### config.mk
export PLATFORM = sky130hd
export DESIGN_NAME = stream_arbiter_flat
export DESIGN_NICKNAME = d
export VERILOG_FILES = /design/src/rtl/stream_pkg.sv /design/src/rtl/stream_arbiter_if.sv /design/src/rtl/stream_arbiter_pick.sv /design/src/rtl/stream_arbiter.sv /design/src/flat_wrapper.sv
export SDC_FILE = /design/constraint.sdc
export NUM_CORES = 1
export LEC_CHECK = 0
export ABC_CLOCK_PERIOD_IN_PS = 4700
export CAP_MARGIN = 20
export CELL_PAD_IN_SITES_DETAIL_PLACEMENT = 0
export CELL_PAD_IN_SITES_GLOBAL_PLACEMENT = 2
export CORE_MARGIN = 2
export CORE_UTILIZATION = 26
export CTS_CLUSTER_SIZE = 14
export DETAILED_ROUTE_END_ITERATION = 6
export GPL_ROUTABILITY_DRIVEN = 0
export MAX_ROUTING_LAYER = met4
export PLACE_DENSITY_LB_ADDON = 0.25
export SYNTH_ARGS = -nofsm -noshare
export SYNTH_HDL_FRONTEND = slang
export SYNTH_SLANG_ARGS = --single-unit
### constraint.sdc
create_clock -name iCLK -period 4.7 [get_ports iCLK]
set_input_delay 1.41 -clock iCLK [delete_from_list [all_inputs] [get_ports iCLK]]
set_output_delay 1.41 -clock iCLK [all_outputs]
set_load 0.005 [all_outputs]
### src/rtl/stream_pkg.sv
// Shared types and width helpers for stream_arbiter.
// Optional feature macro: STREAM_ARBITER_FIXED_PRIO_EN.
package stream_pkg;

  typedef enum logic {
    ST_IDLE  = 1'b0,
    ST_GRANT = 1'b1
  } state_t;

  // A word counter must be able to hold 0..packet.
  function automatic int cnt_w(input int packet);
    return (packet < 1) ? 1 : $clog2(packet + 1);
  endfunction

  function automatic int id_w(input int n);
    return (n < 2) ? 1 : $clog2(n);
  endfunction

endpackage

### src/rtl/stream_arbiter_if.sv
// Upstream requester bundle plus downstream tagged stream of stream_arbiter.
// slave = arbiter view, master = requester/sink environment view.
interface stream_arbiter_if
  import stream_pkg::*;
#(
  parameter int N     = 4,
  parameter int WIDTH = 8
);
  logic [N-1:0]         iValid_AM;
  logic [N-1:0]         oReady_AM;
  logic [N*WIDTH-1:0]   iData_AM;
  logic                 oValid_BM;
  logic                 iReady_BM;
  logic [WIDTH-1:0]     oData_BM;
  logic [id_w(N)-1:0]   oId_BM;

  modport slave (
    input  iValid_AM, iData_AM, iReady_BM,
    output oReady_AM, oValid_BM, oData_BM, oId_BM
  );

  modport master (
    output iValid_AM, iData_AM, iReady_BM,
    input  oReady_AM, oValid_BM, oData_BM, oId_BM
  );
endinterface

### src/rtl/stream_arbiter_pick.sv
// Combinational requester pick: first valid index at or after base, wrapping.
// With STREAM_ARBITER_FIXED_PRIO_EN the base is forced to 0 (lowest index wins).
module stream_arbiter_pick #(
  parameter int N  = 4,
  parameter int IW = 2
) (
  input  logic [N-1:0]  valid,
  input  logic [IW-1:0] ptr,
  output logic [IW-1:0] grant,
  output logic          any
);

  logic [IW-1:0] base;
  logic [N-1:0]  rot;
  logic [IW-1:0] off;

`ifdef STREAM_ARBITER_FIXED_PRIO_EN
  logic unused_ptr;
  assign unused_ptr = ^ptr;
  assign base       = '0;
`else
  assign base = ptr;
`endif

  // Rotate so that bit 0 is the base requester, priority-encode, then undo the rotation.
  always_comb begin
    rot = '0;
    off = '0;
    for (int i = 0; i < N; i++) begin
      rot[i] = valid[(i + int'(base)) % N];
    end
    for (int i = N - 1; i >= 0; i--) begin
      if (rot[i]) off = IW'(i);
    end
  end

  assign grant = IW'((int'(off) + int'(base)) % N);
  assign any   = |valid;

endmodule

### src/rtl/stream_arbiter.sv
// N-to-1 packet arbiter: holds a grant for PACKET words, registered output tagged with source id.
// Round-robin by default; STREAM_ARBITER_FIXED_PRIO_EN selects fixed lowest-index priority.
module stream_arbiter
  import stream_pkg::*;
#(
  parameter int N      = 4,
  parameter int WIDTH  = 8,
  parameter int PACKET = 16
) (
  input  logic              iCLK,
  input  logic              iRST,
  stream_arbiter_if.slave   bus,
  output logic              oBusy
);

  localparam int IW = id_w(N);
  localparam int CW = cnt_w(PACKET);

  state_t           state_q, state_d;
  logic [IW-1:0]    grant_q, grant_d;
  logic [IW-1:0]    ptr_q;
  logic [IW-1:0]    pick_idx;
  logic             pick_any;
  logic [CW-1:0]    cnt_q;
  logic             vld_q;
  logic [WIDTH-1:0] dat_q;
  logic [IW-1:0]    id_q;
  logic [N-1:0]     rdy;
  logic             space;
  logic             xfer;
  logic             last;

  stream_arbiter_pick #(
    .N  (N),
    .IW (IW)
  ) u_pick (
    .valid (bus.iValid_AM),
    .ptr   (ptr_q),
    .grant (pick_idx),
    .any   (pick_any)
  );

  always_comb begin
    state_d = state_q;
    grant_d = grant_q;
    rdy     = '0;
    xfer    = 1'b0;
    last    = 1'b0;
    space   = !vld_q || bus.iReady_BM;
    case (state_q)
      ST_IDLE: begin
        if (pick_any) begin
          state_d = ST_GRANT;
          grant_d = pick_idx;
        end
      end
      ST_GRANT: begin
        rdy[grant_q] = space;
        xfer         = space && bus.iValid_AM[grant_q];
        last         = xfer && (cnt_q == CW'(PACKET - 1));
        if (last) state_d = ST_IDLE;
      end
      default: state_d = ST_IDLE;
    endcase
  end

  always_ff @(posedge iCLK) begin
    if (iRST) begin
      state_q <= ST_IDLE;
      grant_q <= '0;
      cnt_q   <= '0;
      vld_q   <= 1'b0;
      dat_q   <= '0;
      id_q    <= '0;
    end else begin
      state_q <= state_d;
      grant_q <= grant_d;
      if (xfer) begin
        cnt_q <= last ? '0 : cnt_q + CW'(1);
        vld_q <= 1'b1;
        dat_q <= bus.iData_AM[int'(grant_q)*WIDTH +: WIDTH];
        id_q  <= grant_q;
      end else if (bus.iReady_BM) begin
        vld_q <= 1'b0;
      end
    end
  end

`ifdef STREAM_ARBITER_FIXED_PRIO_EN
  assign ptr_q = '0;
`else
  // Next packet starts searching just after the requester that finished.
  always_ff @(posedge iCLK) begin
    if (iRST) begin
      ptr_q <= '0;
    end else if (last) begin
      ptr_q <= IW'((int'(grant_q) + 1) % N);
    end
  end
`endif

  assign bus.oReady_AM = rdy;
  assign bus.oValid_BM = vld_q;
  assign bus.oData_BM  = dat_q;
  assign bus.oId_BM    = id_q;
  assign oBusy         = (state_q == ST_GRANT) || vld_q;

endmodule

### src/flat_wrapper.sv
// flat-port wrapper written by rule: the top's interface ports become plain ports
module stream_arbiter_flat import stream_pkg::*;
#(
  parameter int N      = 4,
  parameter int WIDTH  = 8,
  parameter int PACKET = 16
)
  (iCLK, iRST, oBusy, bus_iValid_AM, bus_iData_AM, bus_iReady_BM, bus_oReady_AM, bus_oValid_BM, bus_oData_BM, bus_oId_BM);
  stream_arbiter_if #(.N(N), .WIDTH(WIDTH)) bus_i ();
  input  logic iCLK;
  input  logic iRST;
  output logic oBusy;
  input wire logic [$bits(bus_i.iValid_AM)-1:0] bus_iValid_AM;
  input wire logic [$bits(bus_i.iData_AM)-1:0] bus_iData_AM;
  input wire logic [$bits(bus_i.iReady_BM)-1:0] bus_iReady_BM;
  output wire logic [$bits(bus_i.oReady_AM)-1:0] bus_oReady_AM;
  output wire logic [$bits(bus_i.oValid_BM)-1:0] bus_oValid_BM;
  output wire logic [$bits(bus_i.oData_BM)-1:0] bus_oData_BM;
  output wire logic [$bits(bus_i.oId_BM)-1:0] bus_oId_BM;
  assign bus_i.iValid_AM = bus_iValid_AM;
  assign bus_i.iData_AM = bus_iData_AM;
  assign bus_i.iReady_BM = bus_iReady_BM;
  assign bus_oReady_AM = bus_i.oReady_AM;
  assign bus_oValid_BM = bus_i.oValid_BM;
  assign bus_oData_BM = bus_i.oData_BM;
  assign bus_oId_BM = bus_i.oId_BM;
  stream_arbiter #(.N(N), .WIDTH(WIDTH), .PACKET(PACKET)) u_core (.iCLK(iCLK), .iRST(iRST), .bus(bus_i), .oBusy(oBusy));
endmodule
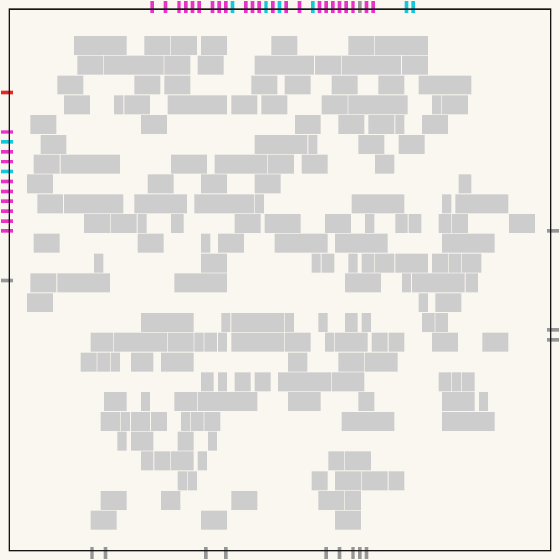
(run_1/io_placement.png)
Pins as bars across the die edge, other pins in gray.
legend:
  magenta:
    port: bus_iData_AM
    pins: 32
    direction: input
    edge: 23 north, 9 west
  cyan:
    port: bus_oData_BM
    pins: 8
    direction: output
    edge: 6 north, 2 west
  red:
    port: iCLK
    pins: 1
    direction: input
    edge: west
Buffers on Ports: 54
Die Span Y: 74.23 µm
die width: 74.23 µm

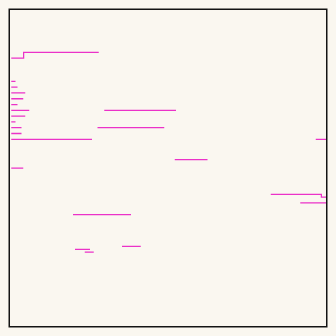
(run_1/layer_met3.png)
main direction: horizontal
longest straight run: 18.6 µm
share of all routed wire: 4.3%
nets with wire on the layer: 21
wire length on this layer: 146 µm
met3 Usage GRT: 0.03659
sum of routed wire length over all layers: 3.431 mm
via total after detailed routing: 1185

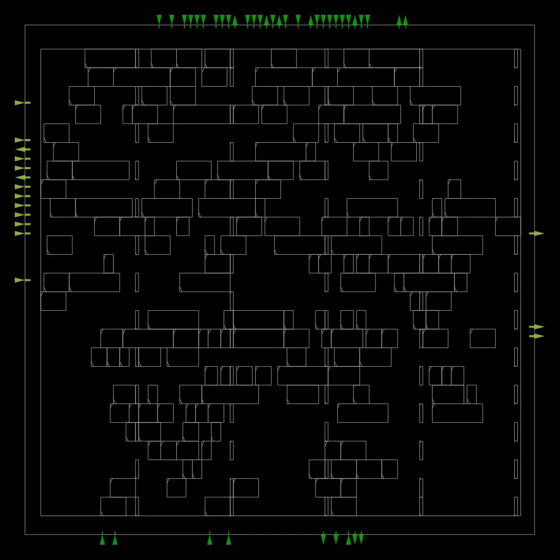
(run_1/placement.png)
number of tap instances: 67
final cell count without fillers: 254
filler cell count in the final layout: 476
Core Area: 4755 µm²

==> flow_metrics.rpt, run 1 <==
PHYSICAL IMPLEMENTATION REPORT
----------------------------------------------------
[GRT]
  Met1 track utilization from global routing ........................ 0.1589
  Peak-usage layer in the global routing report ........................ met2
  Vias in the first global route ........................ 1161
  GR Util All Layers ........................ 0.1344
  Pin count of the biggest net entering global routing ........................ 22
  First-pass GRT wire length ........................ 5.540 mm
  GRT overflow ........................ 0
  Antenna violations before repair ........................ 0
  Met2 track demand over resource ........................ 0.2292

[Floorplanning]
  Fraction of the core area occupied by cells at floorplan ........................ 0.2697
  IO Pins ........................ 55
  Die outline area ........................ 5510 µm²
  # rows ........................ 25

[Final timing]
  Final period demand of the worst path ........................ 4179 ps
  Setup total negative slack ........................ 0 ps
  Setup repair after global routing missed its margin ........................ false
  Fmax ........................ 0.2393 GHz
  Slew HR ........................ 0.4607
  Final tally of max-slew violations ........................ 0
  Setup Skew ........................ 5.402 ps
  Measured slew at the worst slew-check pin ........................ 806.5 ps
  Endpoints failing hold ........................ 0
  Final period util ........................ 0.8892
  Setup violation total in the final timing report ........................ 0

[Cells and area]
  Flip-flop count of the largest register, all copies and words added ........................ 8
  Multi-input combinational gate total ........................ 102
  Register share of the cell area ........................ 0.2189
  Final Core Density ........................ 0.4039
  Total of clock buffers placed in the layout ........................ 3
  Number of non-clock inverters in the layout ........................ 4
  Comb/total area ........................ 0.4163
  Non-clk buf share ........................ 0.2893
  Share of final-layout standard cells stronger than drive strength 1 ........................ 0.09091
  Clock buffer and inverter area fraction after layout ........................ 0.02410
  Area used by multi-input combinational logic ........................ 799.5 µm²
  Layout Area Growth over Synthesis ........................ 49.76%
  Final #Nets ........................ 234
  Cell type taking the most area ........................ combinational gates
  Antenna cell count ........................ 0
  Most common logic cells in the final layout ........................ sky130_fd_sc_hd__clkdlybuf4s50_1 (54), sky130_fd_sc_hd__nor2_1 (28), sky130_fd_sc_hd__dfxtp_1 (21), sky130_fd_sc_hd__a21oi_1 (10), sky130_fd_sc_hd__mux2i_1 (10)
  Top logic cell by instance count in the layout ........................ sky130_fd_sc_hd__clkdlybuf4s50_1
  Combined flip-flop and latch cell area ........................ 420.4 µm²
  Sequential cells ........................ 21
  Non-clock buffer instance count of the final layout ........................ 56

[Yosys]
  Post-synthesis async set-or-reset flop share ........................ 0
  Synth warnings ........................ 0
  Most frequently used flop master after synthesis ........................ sky130_fd_sc_hd__dfxtp_1
  Fraction of post-synthesis cell area in the top cell type by area ........................ 0.3278
  Cell types occupying the most area after synthesis ........................ sky130_fd_sc_hd__dfxtp_1 (33%), sky130_fd_sc_hd__mux4_2 (16%), sky130_fd_sc_hd__nor2_1 (8.2%)
  Most instantiated cells after synthesis ........................ sky130_fd_sc_hd__nor2_1 (28), sky130_fd_sc_hd__dfxtp_1 (21), sky130_fd_sc_hd__a21oi_1 (10), sky130_fd_sc_hd__mux2i_1 (10), sky130_fd_sc_hd__mux4_2 (9)
  Synthesis area per yosys ........................ 1282 µm²
  Area of the mapped netlist ........................ 1282 µm²
  Cell type with the highest aggregate area in the netlist ........................ sky130_fd_sc_hd__dfxtp_1
  Post-Synthesis Mean Instance Area ........................ 9.361 µm²
  Count of library flops with an enable pin ........................ 0
  Fraction of synthesized area in multiplexers ........................ 0.2361
  Dominant kind of combinational cell ........................ multiplexers
  Cell total in the yosys stat output ........................ 137
  Post-synthesis cell type count ........................ 36
  Most numerous cell in the Yosys netlist ........................ sky130_fd_sc_hd__nor2_1
  Share of synthesized cell area in and, or, nand and nor gates ........................ 0.2029
  Synthesized flop and latch total ........................ 21
  Compound-cell area share of the yosys netlist ........................ 0.1093
  Synthesized instance count ........................ 137
  Part of the Yosys area used for sequential elements ........................ 0.3278
  Xor/xnor cell area share of the yosys netlist ........................ 0.006829
  Post-Synth Adder-Cell Area ........................ 0.06829
  Net count after synthesis ........................ 183

[Critical path]
  Startpoint of the lowest-slack register-to-register path ........................ u_core.ptr_q[0]$_SDFFE_PP0N_
  Buf/Inv on CP ........................ 2
  CP most frequent cell ........................ sky130_fd_sc_hd__clkdlybuf4s50_1
  Category of the critical setup timing path ........................ input pin to output pin
  Cell with the largest stage delay on the worst path ........................ sky130_fd_sc_hd__clkdlybuf4s50_1
  Top fanout value on the critical path ........................ 7
  Slack of the worst reg-to-reg path ........................ 2470 ps
  Worst EP required ........................ 3290 ps
  Cells along the critical path ........................ clkdlybuf4s50_1 -> nand2b_1 -> and3_1 -> clkdlybuf4s50_1
  FF-to-FF End ........................ u_core.grant_q[1]$_SDFFE_PP0P_
  CP startpoint ........................ bus_iReady_BM
  Kind of end point of the critical path ........................ output pin
  Critical Path Sink ........................ bus_oReady_AM[0]
  Worst path depth ........................ 4
  Crit-path max cell delay ........................ 500 ps
  Arrival time of the worst setup path ........................ 2770 ps
  Dominant delay contributor by cell family on the critical path ........................ buffers and inverters
  Setup crit start kind ........................ input pin
  Cell count of the worst reg-to-reg path ........................ 8

[Clocking]
  TritonCTS clock tree ........................ built
  Number of clock buffers inserted by TritonCTS ........................ 3
  Resized Gates After CTS ........................ 0
  Post-CTS Repair Setup Buffers ........................ 0
  Clock transition at the registers of the reported paths ........................ 80 ps
  Clock tree root buffer cell ........................ sky130_fd_sc_hd__clkbuf_8
  Number of clock sinks ........................ 21
  CTS Hold Bufs ........................ 0
  H-tree depth reported by CTS ........................ 1
  Number of buffers on the longest clock path ........................ 2
  Clk ins delay skew pair ........................ 260 ps

[Worst hold path]
  Class of the most critical hold timing path ........................ flip-flop to flip-flop
  End point of the worst hold path ........................ u_core.bus.oId_BM[1]$_SDFFE_PP0P_
  Hold wc startpoint ........................ u_core.bus.oId_BM[1]$_SDFFE_PP0P_
  Hold Path Cell Cnt ........................ 2

[Status]
  Outcome ........................ finished clean

[Detailed routing]
  Max Used Layer ........................ met4
  DRC errors left ........................ 0
  Final routed wire length divided by cell count ........................ 13.51 µm
  Detail Route met3 WL ........................ 146 µm
  Number of iterations in the first detailed-routing pass ........................ 4
  Via-per-instance ratio ........................ 4.665
  Met1 layer wirelength in the final routing ........................ 1.440 mm
  Iteration-0 DRC count of the detailed router ........................ 35
  Number of nets with antenna violations after routing ........................ 0
  Wire length on met2 ........................ 1.827 mm

[Power and ir drop]
  Power per Cell Area ........................ 223.4 nW/µm²
  Biggest consumer ........................ sequential cells
  Maximum ir drop on the vdd rail ........................ 0.0001011 V
  Internal Pwr Total ........................ 318.1 µW
  Leakage ........................ 0.0007486 µW
  Sw power ........................ 110.9 µW
  Combinational Power ........................ 111 µW
  Flip-flop and latch power ........................ 197 µW
  Share of power burned in combinational logic ........................ 0.259
  Fraction of power spent switching nets ........................ 0.2586
  Clock network fraction of design power ........................ 0.283
  Clock network power consumption ........................ 121 µW
  Power share of the sequential group ........................ 0.458

[Job]
  Number of maximum-capacitance violations ........................ 0
  Number of warnings in the stage logs ........................ 29

[Placed design]
  Post-placement cell count ........................ 250
  Total half-perimeter wirelength after legalization and detailed placement ........................ 2.636 mm

----------------------------------------------------
## run 1: logic make-up (layout without fill, tap and decap cells)
logic type	Yosys count	after routing
AOI/OAI and AO/OA	23	23
adders and majority gates	7	7
DFF	21	21
buffers and inverters	14	64
xor gates and xnor gates	1	1
muxes	19	19
and+or+nand+nor	52	52
## run 1: per-stage QoR
stage / worst slack (ps) / cell area [µm²] / hold slack (ps) / total power [µW]
global placement: 524.2 / 1874 / 469.1 / 311.9
finish: 520.7 / 1921 / 496.2 / 429.0
global route: 433.5 / 1921 / 547.7 / 456.9
detailed placement: 506.1 / 1874 / 483.3 / 314.0
floorplan: 1475 / 1282 / 457.0 / 252.9
CTS: 505.9 / 1921 / 504.7 / 440.9
==> run_1/clk_routes.png <==
Bar = 20 µm.
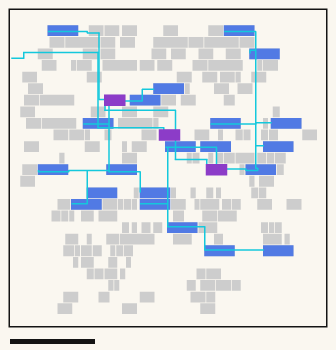

==> run 1 -> run 2 <==
--- a/config.mk
+++ b/config.mk
@@ -16,6 +16,7 @@
 export GPL_ROUTABILITY_DRIVEN = 0
 export MAX_ROUTING_LAYER = met4
 export PLACE_DENSITY_LB_ADDON = 0.25
+export RECOVER_POWER = 50
 export SYNTH_ARGS = -nofsm -noshare
 export SYNTH_HDL_FRONTEND = slang
 export SYNTH_SLANG_ARGS = --single-unit
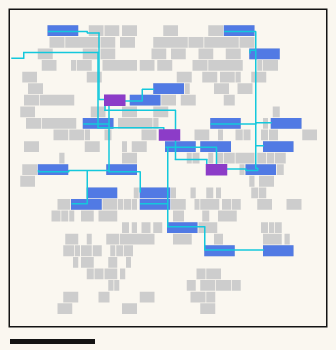
(run_2/clk_routes.png)
Bar = 20 µm.
legend:
  cyan:
    item: clock wires
    length: 344 µm
  purple:
    item: clock drivers
    count: 3
  blue:
    item: flip-flops
    count: 21
routed clock nets: 4
clock network fraction of design power: 0.285
clk ins delay skew pair: 260 ps
clock network power consumption: 121 µW

==> flow_metrics.rpt, run 2 <==
PHYSICAL IMPLEMENTATION REPORT
----------------------------------------------------
[Cells and area]
  Filler cell count in the final layout ........................ 477
  Total of clock buffers placed in the layout ........................ 3
  Area used by multi-input combinational logic ........................ 794.5 µm²
  Post-route standard cell area excluding fillers ........................ 1916 µm²
  Top logic cell by instance count in the layout ........................ sky130_fd_sc_hd__clkdlybuf4s50_1
  Cell type taking the most area ........................ combinational gates
  Number of non-clock inverters in the layout ........................ 4
  Most common logic cells in the final layout ........................ sky130_fd_sc_hd__clkdlybuf4s50_1 (41), sky130_fd_sc_hd__nor2_1 (28), sky130_fd_sc_hd__dfxtp_1 (21), sky130_fd_sc_hd__dlygate4sd3_1 (13)
  Layout Area Growth over Synthesis ........................ 49.37%
  Comb/total area ........................ 0.4148
  Non-clk buf share ........................ 0.2900
  Register share of the cell area ........................ 0.2195
  Multi-input combinational gate total ........................ 102
  Combined flip-flop and latch cell area ........................ 420.4 µm²
  Clock buffer and inverter area fraction after layout ........................ 0.02417
  Flip-flop count of the largest register, all copies and words added ........................ 8
  Share of final-layout standard cells stronger than drive strength 1 ........................ 0.08556
  Non-clock buffer instance count of the final layout ........................ 56
  Final #Nets ........................ 234
  Antenna cell count ........................ 0
  Final Core Density ........................ 0.4029
  Final cell count without fillers ........................ 254

[Detailed routing]
  DRC errors left ........................ 0
  Via total after detailed routing ........................ 1188
  Number of nets with antenna violations after routing ........................ 0
  Sum of routed wire length over all layers ........................ 3.426 mm
  Final routed wire length divided by cell count ........................ 13.49 µm
  Via-per-instance ratio ........................ 4.677
  Iteration-0 DRC count of the detailed router ........................ 37

[Yosys]
  Net count after synthesis ........................ 183
  Most numerous cell in the Yosys netlist ........................ sky130_fd_sc_hd__nor2_1
  Synth warnings ........................ 0
  Part of the Yosys area used for sequential elements ........................ 0.3278
  Post-synthesis async set-or-reset flop share ........................ 0
  Synthesized flop and latch total ........................ 21
  Cell type with the highest aggregate area in the netlist ........................ sky130_fd_sc_hd__dfxtp_1
  Fraction of post-synthesis cell area in the top cell type by area ........................ 0.3278
  Synthesized instance count ........................ 137
  Post-Synthesis Mean Instance Area ........................ 9.361 µm²
  Synthesis area per yosys ........................ 1282 µm²
  Area of the mapped netlist ........................ 1282 µm²
  Most instantiated cells after synthesis ........................ sky130_fd_sc_hd__nor2_1 (28), sky130_fd_sc_hd__dfxtp_1 (21), sky130_fd_sc_hd__a21oi_1 (10), sky130_fd_sc_hd__mux2i_1 (10), sky130_fd_sc_hd__mux4_2 (9)
  Post-synthesis cell type count ........................ 36
  Cell total in the yosys stat output ........................ 137
  Cell types occupying the most area after synthesis ........................ sky130_fd_sc_hd__dfxtp_1 (33%), sky130_fd_sc_hd__mux4_2 (16%), sky130_fd_sc_hd__nor2_1 (8.2%)
  Count of library flops with an enable pin ........................ 0
  Most frequently used flop master after synthesis ........................ sky130_fd_sc_hd__dfxtp_1

[Power and ir drop]
  Combinational Power ........................ 108 µW
  Share of power burned in combinational logic ........................ 0.254
  Leakage ........................ 0.0007804 µW
  Post-layout power ........................ 425.5 µW
  Fraction of power spent switching nets ........................ 0.2593
  Internal Pwr Total ........................ 315.2 µW
  Biggest consumer ........................ sequential cells
  Power share of the sequential group ........................ 0.461
  Flip-flop and latch power ........................ 196 µW
  Maximum ir drop on the vdd rail ........................ 0.0001011 V
  Sw power ........................ 110.3 µW
  Power per Cell Area ........................ 222.1 nW/µm²

[Final timing]
  Slew HR ........................ 0.4603
  Final tally of max-slew violations ........................ 0
  Fmax ........................ 0.2401 GHz
  Setup total negative slack ........................ 0 ps
  Measured slew at the worst slew-check pin ........................ 807.1 ps
  Setup Skew ........................ 5.463 ps
  Final period demand of the worst path ........................ 4165 ps
  Final period util ........................ 0.8862
  Setup repair after global routing missed its margin ........................ false
  Post-route worst hold slack ........................ 496.9 ps
  Setup violation total in the final timing report ........................ 0
  Slack of the critical path ........................ 535.0 ps
  Endpoints failing hold ........................ 0

[GRT]
  Vias in the first global route ........................ 1161
  Met2 track demand over resource ........................ 0.2292
  First-pass GRT wire length ........................ 5.540 mm
  GR Util All Layers ........................ 0.1344
  Antenna violations before repair ........................ 0
  GRT overflow ........................ 0
  Met1 track utilization from global routing ........................ 0.1589
  Met3 Usage GRT ........................ 0.03659
  Pin count of the biggest net entering global routing ........................ 22
  Peak-usage layer in the global routing report ........................ met2

[Worst hold path]
  Hold wc startpoint ........................ u_core.bus.oId_BM[0]$_SDFFE_PP0P_
  End point of the worst hold path ........................ u_core.bus.oId_BM[0]$_SDFFE_PP0P_
  Class of the most critical hold timing path ........................ flip-flop to flip-flop
  Hold Path Cell Cnt ........................ 2

[Critical path]
  Dominant delay contributor by cell family on the critical path ........................ buffers and inverters
  Setup crit start kind ........................ input pin
  Arrival time of the worst setup path ........................ 2760 ps
  Cell with the largest stage delay on the worst path ........................ sky130_fd_sc_hd__clkdlybuf4s50_1
  Crit-path max cell delay ........................ 500 ps
  FF-to-FF End ........................ u_core.bus.oData_BM[7]$_SDFFE_PP0P_
  Worst path depth ........................ 4
  CP most frequent cell ........................ sky130_fd_sc_hd__clkdlybuf4s50_1
  Startpoint of the lowest-slack register-to-register path ........................ u_core.grant_q[0]$_SDFFE_PP0P_
  Slack of the worst reg-to-reg path ........................ 2410 ps
  Cells along the critical path ........................ clkdlybuf4s50_1 -> nand2b_1 -> and3_1 -> clkdlybuf4s50_1
  CP startpoint ........................ bus_iReady_BM
  Kind of end point of the critical path ........................ output pin
  Category of the critical setup timing path ........................ input pin to output pin
  Cell count of the worst reg-to-reg path ........................ 6
  Critical Path Sink ........................ bus_oReady_AM[0]
  Buf/Inv on CP ........................ 2

[Status]
  Outcome ........................ finished clean

[Clocking]
  H-tree depth reported by CTS ........................ 1
  CTS Hold Bufs ........................ 0
  Clock transition at the registers of the reported paths ........................ 80 ps
  Post-CTS Repair Setup Buffers ........................ 0
  Number of buffers on the longest clock path ........................ 2
  Number of clock buffers inserted by TritonCTS ........................ 3
  Resized Gates After CTS ........................ 0
  Number of clock sinks ........................ 21
  TritonCTS clock tree ........................ built
  Clock tree root buffer cell ........................ sky130_fd_sc_hd__clkbuf_8

[Job]
  Number of maximum-capacitance violations ........................ 0
  Number of warnings in the stage logs ........................ 29

[Placed design]
  Total half-perimeter wirelength after legalization and detailed placement ........................ 2.636 mm
  Post-placement cell count ........................ 250
  Buffers on Ports ........................ 54
  Post-Place Cell Area ........................ 1874 µm²

[Floorplanning]
  Fraction of the core area occupied by cells at floorplan ........................ 0.2697
  Core Area ........................ 4755 µm²
  IO Pins ........................ 55
  Die width ........................ 74.23 µm
  Die outline area ........................ 5510 µm²
  # rows ........................ 25
  Number of tap instances ........................ 67
  Die Span Y ........................ 74.23 µm

----------------------------------------------------
-- run 2: cell counts after synthesis --
No cell type changed its count.
-- run 2: tightest hold or removal path, stage by stage, from the launching register on --
cell and delay, ps:
sky130_fd_sc_hd__dfxtp_1 330, sky130_fd_sc_hd__a21oi_1 60, sky130_fd_sc_hd__nor2_1 80
-- run 2: cells by family after synthesis --
| group | synth area share |
|---|---|
| and+or+nand+nor | 0.2029 |
| AOI/OAI and AO/OA | 0.1093 |
| DFF | 0.3278 |
| muxes | 0.2361 |
| buffers and inverters | 0.04877 |
| adders and majority gates | 0.06829 |
| xor gates and xnor gates | 0.006831 |
-- run 2: metal layers --
metal	routed length, µm	vias up	part of all wire
li1	-	600	-
met2	1826	29	0.53
met4	17	0	0.0050
met1	1436	557	0.42
met5	0	-	0
met3	146	2	0.043
Power is estimated from default activity; no workload was simulated.
